Figure 1. Congestion heat map (run 1).
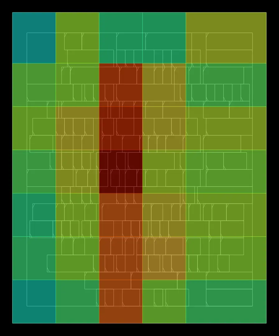
Figure 2. Routed metal, one colour a layer (run 1).
The bar under the picture is 10 um long. Only two layers are drawn.
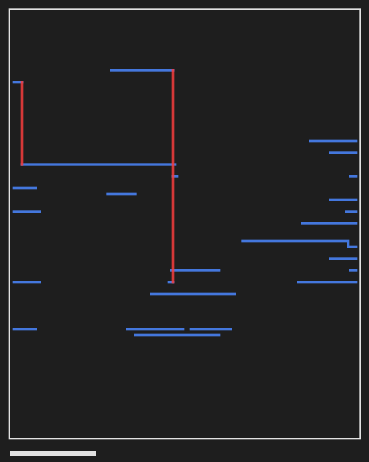
Figure 3. Cells coloured by class (run 1).
The bar under the picture is 10 um long.
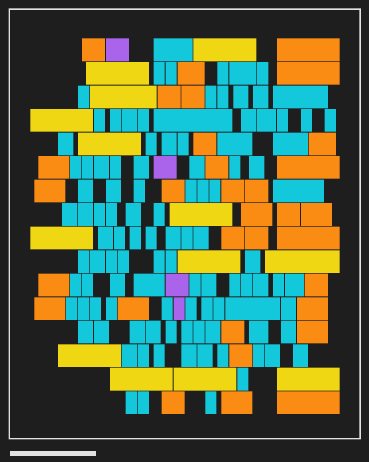
Figure 4. Logic cells by family (run 1).
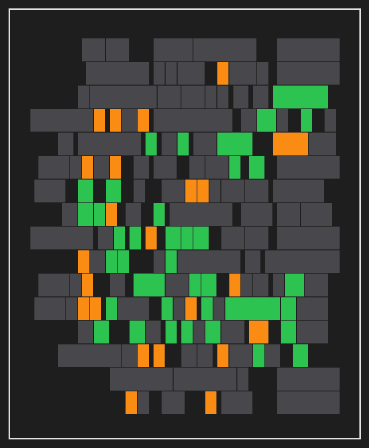
`src/rtl/piso_pkg.sv`:
```
// Shared types and helpers for the parallel-in/serial-out serializer.
//   state_t        : FSM states (IDLE, SHIFT)
//   IDLE_LEVEL_DEF : default line level while no word is being shifted
//   cnt_w()        : width of the per-word bit counter
package piso_pkg;

  typedef enum logic {
    IDLE  = 1'b0,
    SHIFT = 1'b1
  } state_t;

  localparam logic IDLE_LEVEL_DEF = 1'b0;

  // Counter only ever holds WIDTH-1 down to 0.
  function automatic int cnt_w(input int width);
    return $clog2(width);
  endfunction

endpackage

```
`src/rtl/piso_serializer_if.sv`:
```
// Handshake + serial bus for piso_serializer.
//   par_data/par_valid/par_ready : parallel word handshake
//   msb_first                    : bit order, sampled at load
//   ser_en                       : shift strobe
//   serial_out/ser_valid/ser_last/busy : serial line side
// master = producer/line driver side, slave = serializer.
interface piso_serializer_if #(
  parameter int WIDTH = 8
);
  logic [WIDTH-1:0] par_data;
  logic             par_valid;
  logic             par_ready;
  logic             msb_first;
  logic             ser_en;
  logic             serial_out;
  logic             ser_valid;
  logic             ser_last;
  logic             busy;

  modport master (
    output par_data, par_valid, msb_first, ser_en,
    input  par_ready, serial_out, ser_valid, ser_last, busy
  );

  modport slave (
    input  par_data, par_valid, msb_first, ser_en,
    output par_ready, serial_out, ser_valid, ser_last, busy
  );
endinterface

```
`src/rtl/piso_shift_core.sv`:
```
// WIDTH-bit shift register with synchronous clear, parallel load and
// directional shift. The output-end bit follows the shift direction.
//   clk     : clock
//   i_clr   : synchronous clear (highest priority)
//   i_load  : load i_data
//   i_data  : parallel word
//   i_shift : shift one position toward the output end, zero-fill
//   i_left  : 1 = output end is MSB (shift left), 0 = LSB (shift right)
//   o_bit   : current output-end bit
module piso_shift_core #(
  parameter int WIDTH = 8
) (
  input  logic             clk,
  input  logic             i_clr,
  input  logic             i_load,
  input  logic [WIDTH-1:0] i_data,
  input  logic             i_shift,
  input  logic             i_left,
  output logic             o_bit
);

  logic [WIDTH-1:0] r_sreg;

  always_ff @(posedge clk) begin
    if (i_clr)
      r_sreg <= '0;
    else if (i_load)
      r_sreg <= i_data;
    else if (i_shift)
      r_sreg <= i_left ? {r_sreg[WIDTH-2:0], 1'b0} : {1'b0, r_sreg[WIDTH-1:1]};
  end

  assign o_bit = i_left ? r_sreg[WIDTH-1] : r_sreg[0];

endmodule

```
`src/rtl/piso_serializer.sv`:
```
// Parallel-in/serial-out serializer. Accepts a word over valid/ready, shifts
// it out one bit per ser_en strobe in a per-word bit order, flags the last
// bit, and can take the next word on the last strobe so words run gap-free.
//   clk   : clock
//   reset : synchronous, active-high
//   bus   : piso_serializer_if.slave (handshake + serial outputs)
module piso_serializer
  import piso_pkg::*;
#(
  parameter int   WIDTH      = 8,
  parameter logic IDLE_LEVEL = IDLE_LEVEL_DEF
) (
  input  logic              clk,
  input  logic              reset,
  piso_serializer_if.slave  bus
);

  localparam int CW = cnt_w(WIDTH);
  localparam logic [CW-1:0] CNT_MAX = CW'(WIDTH - 1);

  generate
    if (WIDTH < 2) begin : g_width_chk
      $error("piso_serializer: WIDTH must be >= 2");
    end
  endgenerate

  state_t        r_state;
  logic [CW-1:0] r_bit_cnt;
  logic          r_order;

  logic w_in_shift;
  logic w_last_bit;
  logic w_ready;
  logic w_load;
  logic w_shift;
  logic w_core_bit;

  assign w_in_shift = (r_state == SHIFT);
  assign w_last_bit = (r_bit_cnt == '0);

  // While shifting, the next word can only be taken on the strobe that
  // consumes the last bit; that keeps back-to-back words gap-free.
  assign w_ready = !reset && (!w_in_shift || (bus.ser_en && w_last_bit));
  assign w_load  = bus.par_valid && w_ready;
  assign w_shift = w_in_shift && bus.ser_en && !w_last_bit;

  always_ff @(posedge clk) begin
    if (reset) begin
      r_state   <= IDLE;
      r_bit_cnt <= '0;
      r_order   <= 1'b0;
    end else begin
      case (r_state)
        IDLE: begin
          if (w_load) begin
            r_order   <= bus.msb_first;
            r_bit_cnt <= CNT_MAX;
            r_state   <= SHIFT;
          end
        end
        SHIFT: begin
          if (bus.ser_en) begin
            if (!w_last_bit) begin
              r_bit_cnt <= r_bit_cnt - 1'b1;
            end else if (w_load) begin
              r_order   <= bus.msb_first;
              r_bit_cnt <= CNT_MAX;
            end else begin
              r_state <= IDLE;
            end
          end
        end
        default: r_state <= IDLE;
      endcase
    end
  end

  // Load uses the incoming word; shift direction uses the latched order.
  piso_shift_core #(.WIDTH(WIDTH)) u_core (
    .clk     (clk),
    .i_clr   (reset),
    .i_load  (w_load),
    .i_data  (bus.par_data),
    .i_shift (w_shift),
    .i_left  (r_order),
    .o_bit   (w_core_bit)
  );

  assign bus.par_ready  = w_ready;
  assign bus.serial_out = w_in_shift ? w_core_bit : IDLE_LEVEL;
  assign bus.ser_valid  = w_in_shift;
  assign bus.busy       = w_in_shift;
  assign bus.ser_last   = w_in_shift && w_last_bit;

endmodule

```
`src/flat_wrapper.sv`:
```
// flat-port wrapper written by rule: the top's interface ports become plain ports
module piso_serializer_flat import piso_pkg::*;
#(
  parameter int   WIDTH      = 8,
  parameter logic IDLE_LEVEL = IDLE_LEVEL_DEF
)
  (clk, reset, bus_par_data, bus_par_valid, bus_msb_first, bus_ser_en, bus_par_ready, bus_serial_out, bus_ser_valid, bus_ser_last, bus_busy);
  piso_serializer_if #(.WIDTH(WIDTH)) bus_i ();
  input  logic clk;
  input  logic reset;
  input wire logic [$bits(bus_i.par_data)-1:0] bus_par_data;
  input wire logic [$bits(bus_i.par_valid)-1:0] bus_par_valid;
  input wire logic [$bits(bus_i.msb_first)-1:0] bus_msb_first;
  input wire logic [$bits(bus_i.ser_en)-1:0] bus_ser_en;
  output wire logic [$bits(bus_i.par_ready)-1:0] bus_par_ready;
  output wire logic [$bits(bus_i.serial_out)-1:0] bus_serial_out;
  output wire logic [$bits(bus_i.ser_valid)-1:0] bus_ser_valid;
  output wire logic [$bits(bus_i.ser_last)-1:0] bus_ser_last;
  output wire logic [$bits(bus_i.busy)-1:0] bus_busy;
  assign bus_i.par_data = bus_par_data;
  assign bus_i.par_valid = bus_par_valid;
  assign bus_i.msb_first = bus_msb_first;
  assign bus_i.ser_en = bus_ser_en;
  assign bus_par_ready = bus_i.par_ready;
  assign bus_serial_out = bus_i.serial_out;
  assign bus_ser_valid = bus_i.ser_valid;
  assign bus_ser_last = bus_i.ser_last;
  assign bus_busy = bus_i.busy;
  piso_serializer #(.WIDTH(WIDTH), .IDLE_LEVEL(IDLE_LEVEL)) u_core (.clk(clk), .reset(reset), .bus(bus_i));
endmodule
```
`config.mk`:
```
export PLATFORM = sky130hd
export DESIGN_NAME = piso_serializer_flat
export DESIGN_NICKNAME = d
export VERILOG_FILES = /design/src/rtl/piso_pkg.sv /design/src/rtl/piso_serializer_if.sv /design/src/rtl/piso_shift_core.sv /design/src/rtl/piso_serializer.sv /design/src/flat_wrapper.sv
export SDC_FILE = /design/constraint.sdc
export NUM_CORES = 1
export LEC_CHECK = 0
export ABC_AREA = 1
export CAP_MARGIN = 30
export CORE_ASPECT_RATIO = 1.25
export CORE_MARGIN = 2
export CORE_UTILIZATION = 48
export CTS_CLUSTER_SIZE = 24
export DETAILED_ROUTE_END_ITERATION = 6
export PLACE_DENSITY = 0.77
export SKIP_LAST_GASP = 1
export SLEW_MARGIN = 0
export SYNTH_ARGS = -nofsm -noshare
export SYNTH_HDL_FRONTEND = slang
export SYNTH_SLANG_ARGS = --single-unit
```
`constraint.sdc`:
```
create_clock -name clk -period 1.6 [get_ports clk]
set_input_delay 0.4 -clock clk [delete_from_list [all_inputs] [get_ports clk]]
set_output_delay 0.4 -clock clk [all_outputs]
set_load 0.05 [all_outputs]
```
==> metrics.csv, run 1 <==
metric;value;unit
status;finished with violations;
violations;negative setup slack;
period_needed;1.62;ns
fp_util;50.9;%
drc_errors;0;
hold_ws;0.492;ns
fin_nets;172;
ys_area;795;sq um
syn_inst;124;
worst_slew_pin_slew;0.212;ns
n_fill_cell;119;
clkCellAreaFrac;2.20;%
grt_pass1_vias;793;
warning_count;29;
comb-power;329;uW
r2r_cells;9;
drt_first_pass_iters;4;
holdBufCountCts;0;
p_leak;0.000538;uW
cts_tree;yes;
syn_to_final_growth;50.2;%
maxSlewHeadroom;85.7;%
power_density;762;nW/um^2
numClockSinks;13;
finalSetupViolations;2;
cp-end-kind;output port;
drtAntennaViolNets;0;
grt_setup_unrepaired;true;
power.switching;306;uW
required;1.20;ns
skew;0.00140;ns
largest_class;combinational gates;
crit_path_max_fanout;2;
vdd_drop_max;587;uV
taps;18;
logic_area;474;sq um
gp_congestion;0.763;
chipHeight;49.5;um
cts_root_buffer;clkbuf_4;
logic_gates;87;
critical-path-top-delay-family;flip-flops;
worst_hold_path.endpoint;u_core.u_core.r_sreg[6];
maxCapViolCount;0;
hp-class;flip-flop to flip-flop;
max_freq;0.618;GHz
path_cells;inv_2 > ha_4 > nand3_4 > a21oi_4 > buf_12;
cts-htree-levels;1;
setup_ws;-0.0182;ns
startpoint;u_core.r_bit_cnt[0];
gr-total-overflow;0;
yosysWarnings;0;
clockBufferDepth;2;
seqPwrFrac;40.8;%
dp_hpwl;1380;um
r2r_end;u_core.r_order;
port-buffer-count;17;
hold_depth;2;
finalHoldViolCount;0;
cp_num_cells;5;
ys_types;18;
ys_seq_share;32.8;%
cpPeakStageDelay;0.33;ns
diodes;0;
drive_above_1_share;25.6;%
seq_area_share;22.2;%
p_comb_share;36.2;%
cp_num_buf_inv;2;
grt_max_degree;20;
n_all_inverters;20;
n_all_buffers;32;
r2r-start;u_core.r_bit_cnt[0];
fp_nets;139;
comb_share;39.7;%
start_kind;flip-flop;
ff_count;13;
sw_frac_of_total;33.6;%
fin_crit_sh;101;%
final_max_slew_viol_count;0;
powerSeq;371;uW
cts_buffers;3;
p_int;604;uW
seq_area;265;sq um
crit_path_end;bus_par_ready;
row_count;16;
ys_cells;124;
powerClk;210;uW
vias_per_cell;5.05;
clkTransAtPathRegs;0.08;ns
antenna_found_initial;0;
p_total;909;uW
reg2reg_slack;0.15;ns
maxPowerGroup;registers;
first_iter_violations;22;
cts_setup_buffers;4;
io_pins;18;
n_clock_buffer;4;
cp.arrival;1.22;ns
crit_type;flip-flop to output port;
fp.dieW;40.4;um
die-area;2000;sq um
dpl_cell_area;1060;sq um
insertion_delay;0.28;ns
ys.flops;13;
cts_resized;12;
crit_slowest_cell;dfxtp_2;
min_from;u_core.u_core.r_sreg[6];
buf_share;27.7;%
avgSynthCellArea;6.41;sq um
netlist_area;795;sq um
grt_pass1_wl;3180;um
-- Figure 1 (at the start) --
gr busiest metal: met2
Final Util: 76.4%

-- Figure 2 (at the start) --
legend:
  blue:
    layer: metal 3
    wire_length: 120 um
  red:
    layer: metal 4
    wire_length: 34.0 um
WL/cell: 11.6 um
total wire length: 2010 um
vias post-DR: 879
GRT Util Overall: 22.5%

-- Figure 3 (at the start) --
legend:
  cyan:
    class: combinational and other logic
    cells: 107
    share_of_their_area: 47%
  purple:
    class: clock drivers and dummy loads
    cells: 4
    share_of_their_area: 2.2%
  yellow:
    class: flops
    cells: 13
    share_of_their_area: 23%
  orange:
    class: other buffers and delay cells
    cells: 32
    share_of_their_area: 28%
final instance area: 1190 sq um
Core Region: 1560 sq um

-- Figure 4 (at the start) --
legend:
  green:
    family: NAND gates
    cells: 38
  orange:
    family: NOR gates
    cells: 23

## run 1: sequential cells by signal, indices dropped and copies added (netlist names)
signal,flops
u_core.u_core.r_sreg,8
u_core.r_bit_cnt,3
u_core.bus.busy,1
u_core.r_order,1
## run 1: per-stage QoR
stage	setup slack (ns)	instances	setup TNS (ns)
finish	-0.0182	174	-0.0267
global route	-0.0572	174	-0.103
CTS	-0.0377	169	-0.0660
detailed placement	-0.165	161	-0.952
global placement	-0.159	161	-0.613
floorplan	0.00115	124	0
## run 1: cell usage after synthesis (all sizes together)
library cell | number | share of area [%]
dfxtp | 13 | 33
nor2 | 23 | 11
ha | 2 | 3.1
a21oi | 16 | 10
nand3 | 15 | 12
inv | 20 | 9.4
nand2 | 22 | 12
clkbuf | 1 | 0.47
o21ai | 7 | 4.4
xnor2 | 1 | 1.1
buf | 4 | 4.4
## run 1: kinds of logic (layout without fill, tap and decap cells)
kind of cell               after synthesis  after routing  share of synthesized area (%)
and+or+nand+nor                         60             61                           34.2
buffers and inverters                   25             56                           14.3
DFF                                     13             13                           32.8
adders and majority gates                2              2                           3.15
xor gates and xnor gates                 1              1                           1.10
AOI/OAI and AO/OA                       23             23                           14.5
## run 1: per-layer routing
| metal | GRT usage [%] | up-vias | wire, um |
|---|---|---|---|
| li1 | - | 456 | - |
| met1 | 27.7 | 388 | 829 |
| met2 | 36.8 | 30 | 1030 |
| met3 | 4.50 | 5 | 119 |
| met4 | 8.33 | 0 | 34 |
| met5 | 0 | - | 0 |
## run 1: cells in the final DEF (no fill, tap or decap), drive strengths merged
cell type and instances:
nor2 23, nand2 22, inv 20, buf 20, a21oi 16, nand3 16
dfxtp 13, clkdlybuf4s50 10, o21ai 7, clkbuf 4, dlygate4sd2 2, ha 2
xnor2 1
Figure 5. Sequential cells grouped by signal name (run 1).
The bar under the picture is 10 um long.
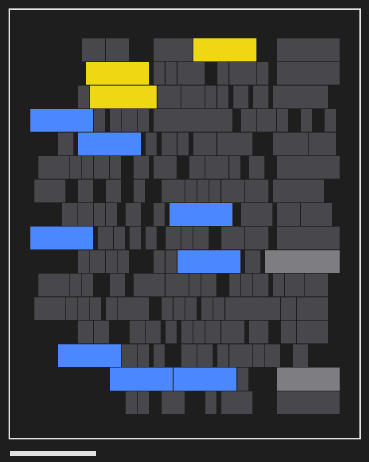

--- run 2 (diff from run 1) ---
- CORE_ASPECT_RATIO: 1.25 -> default
- CORE_UTILIZATION: 48 -> 52
- CTS_CLUSTER_DIAMETER: default -> 40
- PLACE_DENSITY: 0.77 -> 0.82
- clock period: 1.6 -> 1.95 ns (I/O delays scaled with it)
Figure 6. Sequential cells grouped by signal name (run 2).
The bar under the picture is 10 um long.
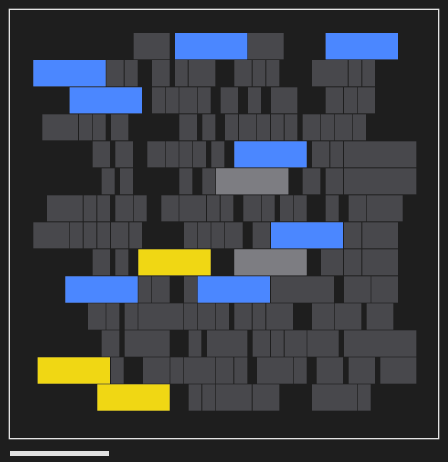
legend:
  yellow:
    netlist_name: `u_core.r_bit_cnt`
    sequential_cells: 3
  blue:
    netlist_name: `u_core.u_core.r_sreg`
    sequential_cells: 8
seq pwr: 300 uW
area taken by flip-flops and latches: 260 sq um
Final Util: 72.1%
flop share of the area: 24.5%

==> metrics.csv, run 2 <==
metric;value;unit;change
maxSlewHeadroom;82.2;%;-3.5 points
grt_setup_unrepaired;false;;
p_total;687;uW;-24%
io_pins;18;;unchanged
period_needed;1.84;ns;
diodes;0;;unchanged
routed-wl-met2;775;um;-25%
cts_buffers;3;;unchanged
syn_to_final_growth;33.5;%;
cts_tree;yes;;
final_cell_mix;nor2_1 (21), nand2_1 (20), inv_1 (18);;
synth-async-reset-ratio;0;%;unchanged
die-area;1860;sq um;-7.1%
gr-total-overflow;0;;unchanged
top_area_cell;dfxtp_1;;
power_density;648;nW/um^2;-15%
ys_cells;124;;unchanged
stdcell_area;1060;sq um;-11%
fp_util;54.0;%;+3.1 points
ys_area;795;sq um;unchanged
top_layer;met4;;
clockBufferDepth;2;;unchanged
ys_types;18;;unchanged
lay_top_count;nor2_1;;
cts_root_buffer;clkbuf_4;;
dp_hpwl;1260;um;-8.6%
port-buffer-count;17;;unchanged
netlist_top_cells_count;nor2_1 (23), nand2_1 (20), inv_1 (18);;
required;1.46;ns;+0.26 ns
fin_crit_sh;94.6;%;
grt_pass1_wl;2910;um;-8.5%
met3_length;78;um;-34%
seqPwrFrac;43.7;%;+2.9 points
syn_inst;124;;unchanged
synth.mux.area_fraction;0;%;unchanged
cp-end-kind;output port;;
fa_ha_area_share;3.15;%;unchanged
synth-main-ff-cell;dfxtp_1;;
synth-edff-count;0;;unchanged
xor_area_share;1.10;%;unchanged
vdd_drop_max;559;uV;-4.7%
top_cell;nor2_1;;
drive_above_1_share;16.3;%;-9.3 points
gp_congestion;0.835;;+9.5%
regMostFlops;u_core.u_core.r_sreg;;
ys_seq_share;32.8;%;unchanged
max_freq;0.542;GHz;
hp-class;flip-flop to flip-flop;;
ys.flops;13;;unchanged
p_comb_share;31.5;%;-4.7 points
drt_first_pass_iters;4;;unchanged
p_int;461;uW;-24%
drtAntennaViolNets;0;;unchanged
aoi_share;14.5;%;unchanged
maxCapViolCount;0;;unchanged
numClockSinks;13;;unchanged
core-area;1470;sq um;-5.8%
warning_count;28;;-3.4%
synthSimpleGateAreaFrac;34.2;%;unchanged
wl_met1;780;um;-5.9%
chipHeight;43.1;um;-13%
grt_pass1_vias;716;;-9.7%
largest_reg_flops;8;;unchanged
hold_ws;0.491;ns;-0.000336 ns
status;complete, no violations;;
yosysWarnings;0;;unchanged
clkTransAtPathRegs;0.08;ns;about the same
dpl_cell_area;1020;sq um;-3.8%
p_leak;0.000495;uW;-8.0%
wl;1670;um;-17%
crit_type;flip-flop to output port;;
worst_slew_pin_slew;0.266;ns;+0.0547 ns
drc_errors;0;;unchanged
insertion_delay;0.28;ns;about the same
antenna_found_initial;0;;unchanged
fp_nets;139;;unchanged
start_kind;flip-flop;;
grt.total_usage;20.5;%;-2.0 points
grt_max_degree;20;;unchanged
netlist_area;795;sq um;unchanged
avgSynthCellArea;6.41;sq um;unchanged
reg_top3;u_core.u_core.r_sreg x8, u_core.r_bit_cnt x3;;
sw_frac_of_total;32.9;%;-0.75 points
power.switching;226;uW;-26%
top_logic_kind;simple AND/OR/NAND/NOR gates;;
final_max_slew_viol_count;0;;unchanged
Figure 7. Routed metal, one colour a layer (run 2).
The bar under the picture is 10 um long. Only two layers are drawn.
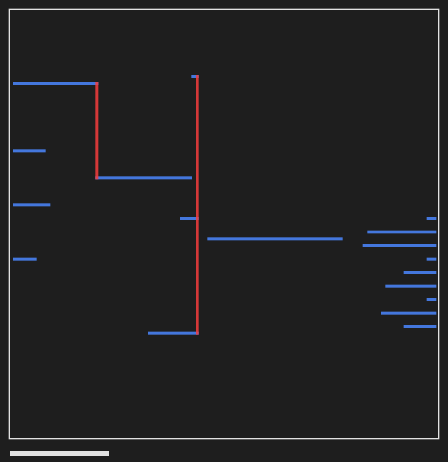
legend:
  red:
    layer: metal 4
    wire_length: 35.4 um
  blue:
    layer: metal 3
    wire_length: 78.2 um
WL/cell: 10.2 um
vias post-DR: 825

## run 2: cell counts after synthesis
Identical to the previous run, type by type.
## run 2: power groups by stage
stage               logic [uW]  registers (uW)  clock network, uW
floorplan                  133             307                  0
global placement           208             305                  0
detailed placement         212             306                  0
CTS                        218             300                173
global route               240             303                183
finish                     217             300                170
## run 2: worst max-delay path, stage by stage (launching register included)
cell and delay (ns):
dfxtp_1 0.31, inv_1 0.09, ha_1 0.20, nand2_1 0.16, nor2_2 0.17, buf_12 0.15
## run 2: metrics by stage
step	cells	setup WS (ns)	utilization (%)	TNS, ns
6_report	163	0.106	72.1	0
5_1_grt	163	0.0293	72.1	0
4_1_cts	163	0.00850	71.9	0
3_5_place_dp	158	-0.0257	69.4	-0.0257
3_3_place_gp	158	0.00143	69.4	0
2_1_floorplan	124	-0.0456	-	-0.0456
## run 2: layout make-up
class	count	area [sq um]	area share (%)
repair buffers	24	250	23.6
inverters	20	75.1	7.08
flip-flops and latches	13	260	24.5
well taps	16	20.0	1.89
multi-input cells	86	429	40.4
clock buffers	4	26.3	2.48
## run 2: final timing paths
path                                               from                       to  slack, ns  cells after the start
worst min-delay path            u_core.u_core.r_sreg[1]  u_core.u_core.r_sreg[1]       0.49                      2
worst min register to register  u_core.u_core.r_sreg[1]  u_core.u_core.r_sreg[1]       0.49                      2
worst max-delay path                u_core.r_bit_cnt[0]             bus_ser_last       0.11                      5
worst max register to register      u_core.r_bit_cnt[0]  u_core.u_core.r_sreg[0]       0.39                     10
## run 2: metal layers
layer  GRT usage (%)  vias to the layer above
met5               0                        -
met4            13.3                        0
li1                -                      433
met1            25.7                      369
met3            3.40                        5
met2            31.9                       18
## run 2: repair_timing
action / in CTS / in global routing
pin swaps: 1 / 0
endpoints found under the setup margin: 1 / 1
buffers inserted: 1 / 0
gates resized: 1 / 1
Power is estimated from default activity; no workload was simulated.
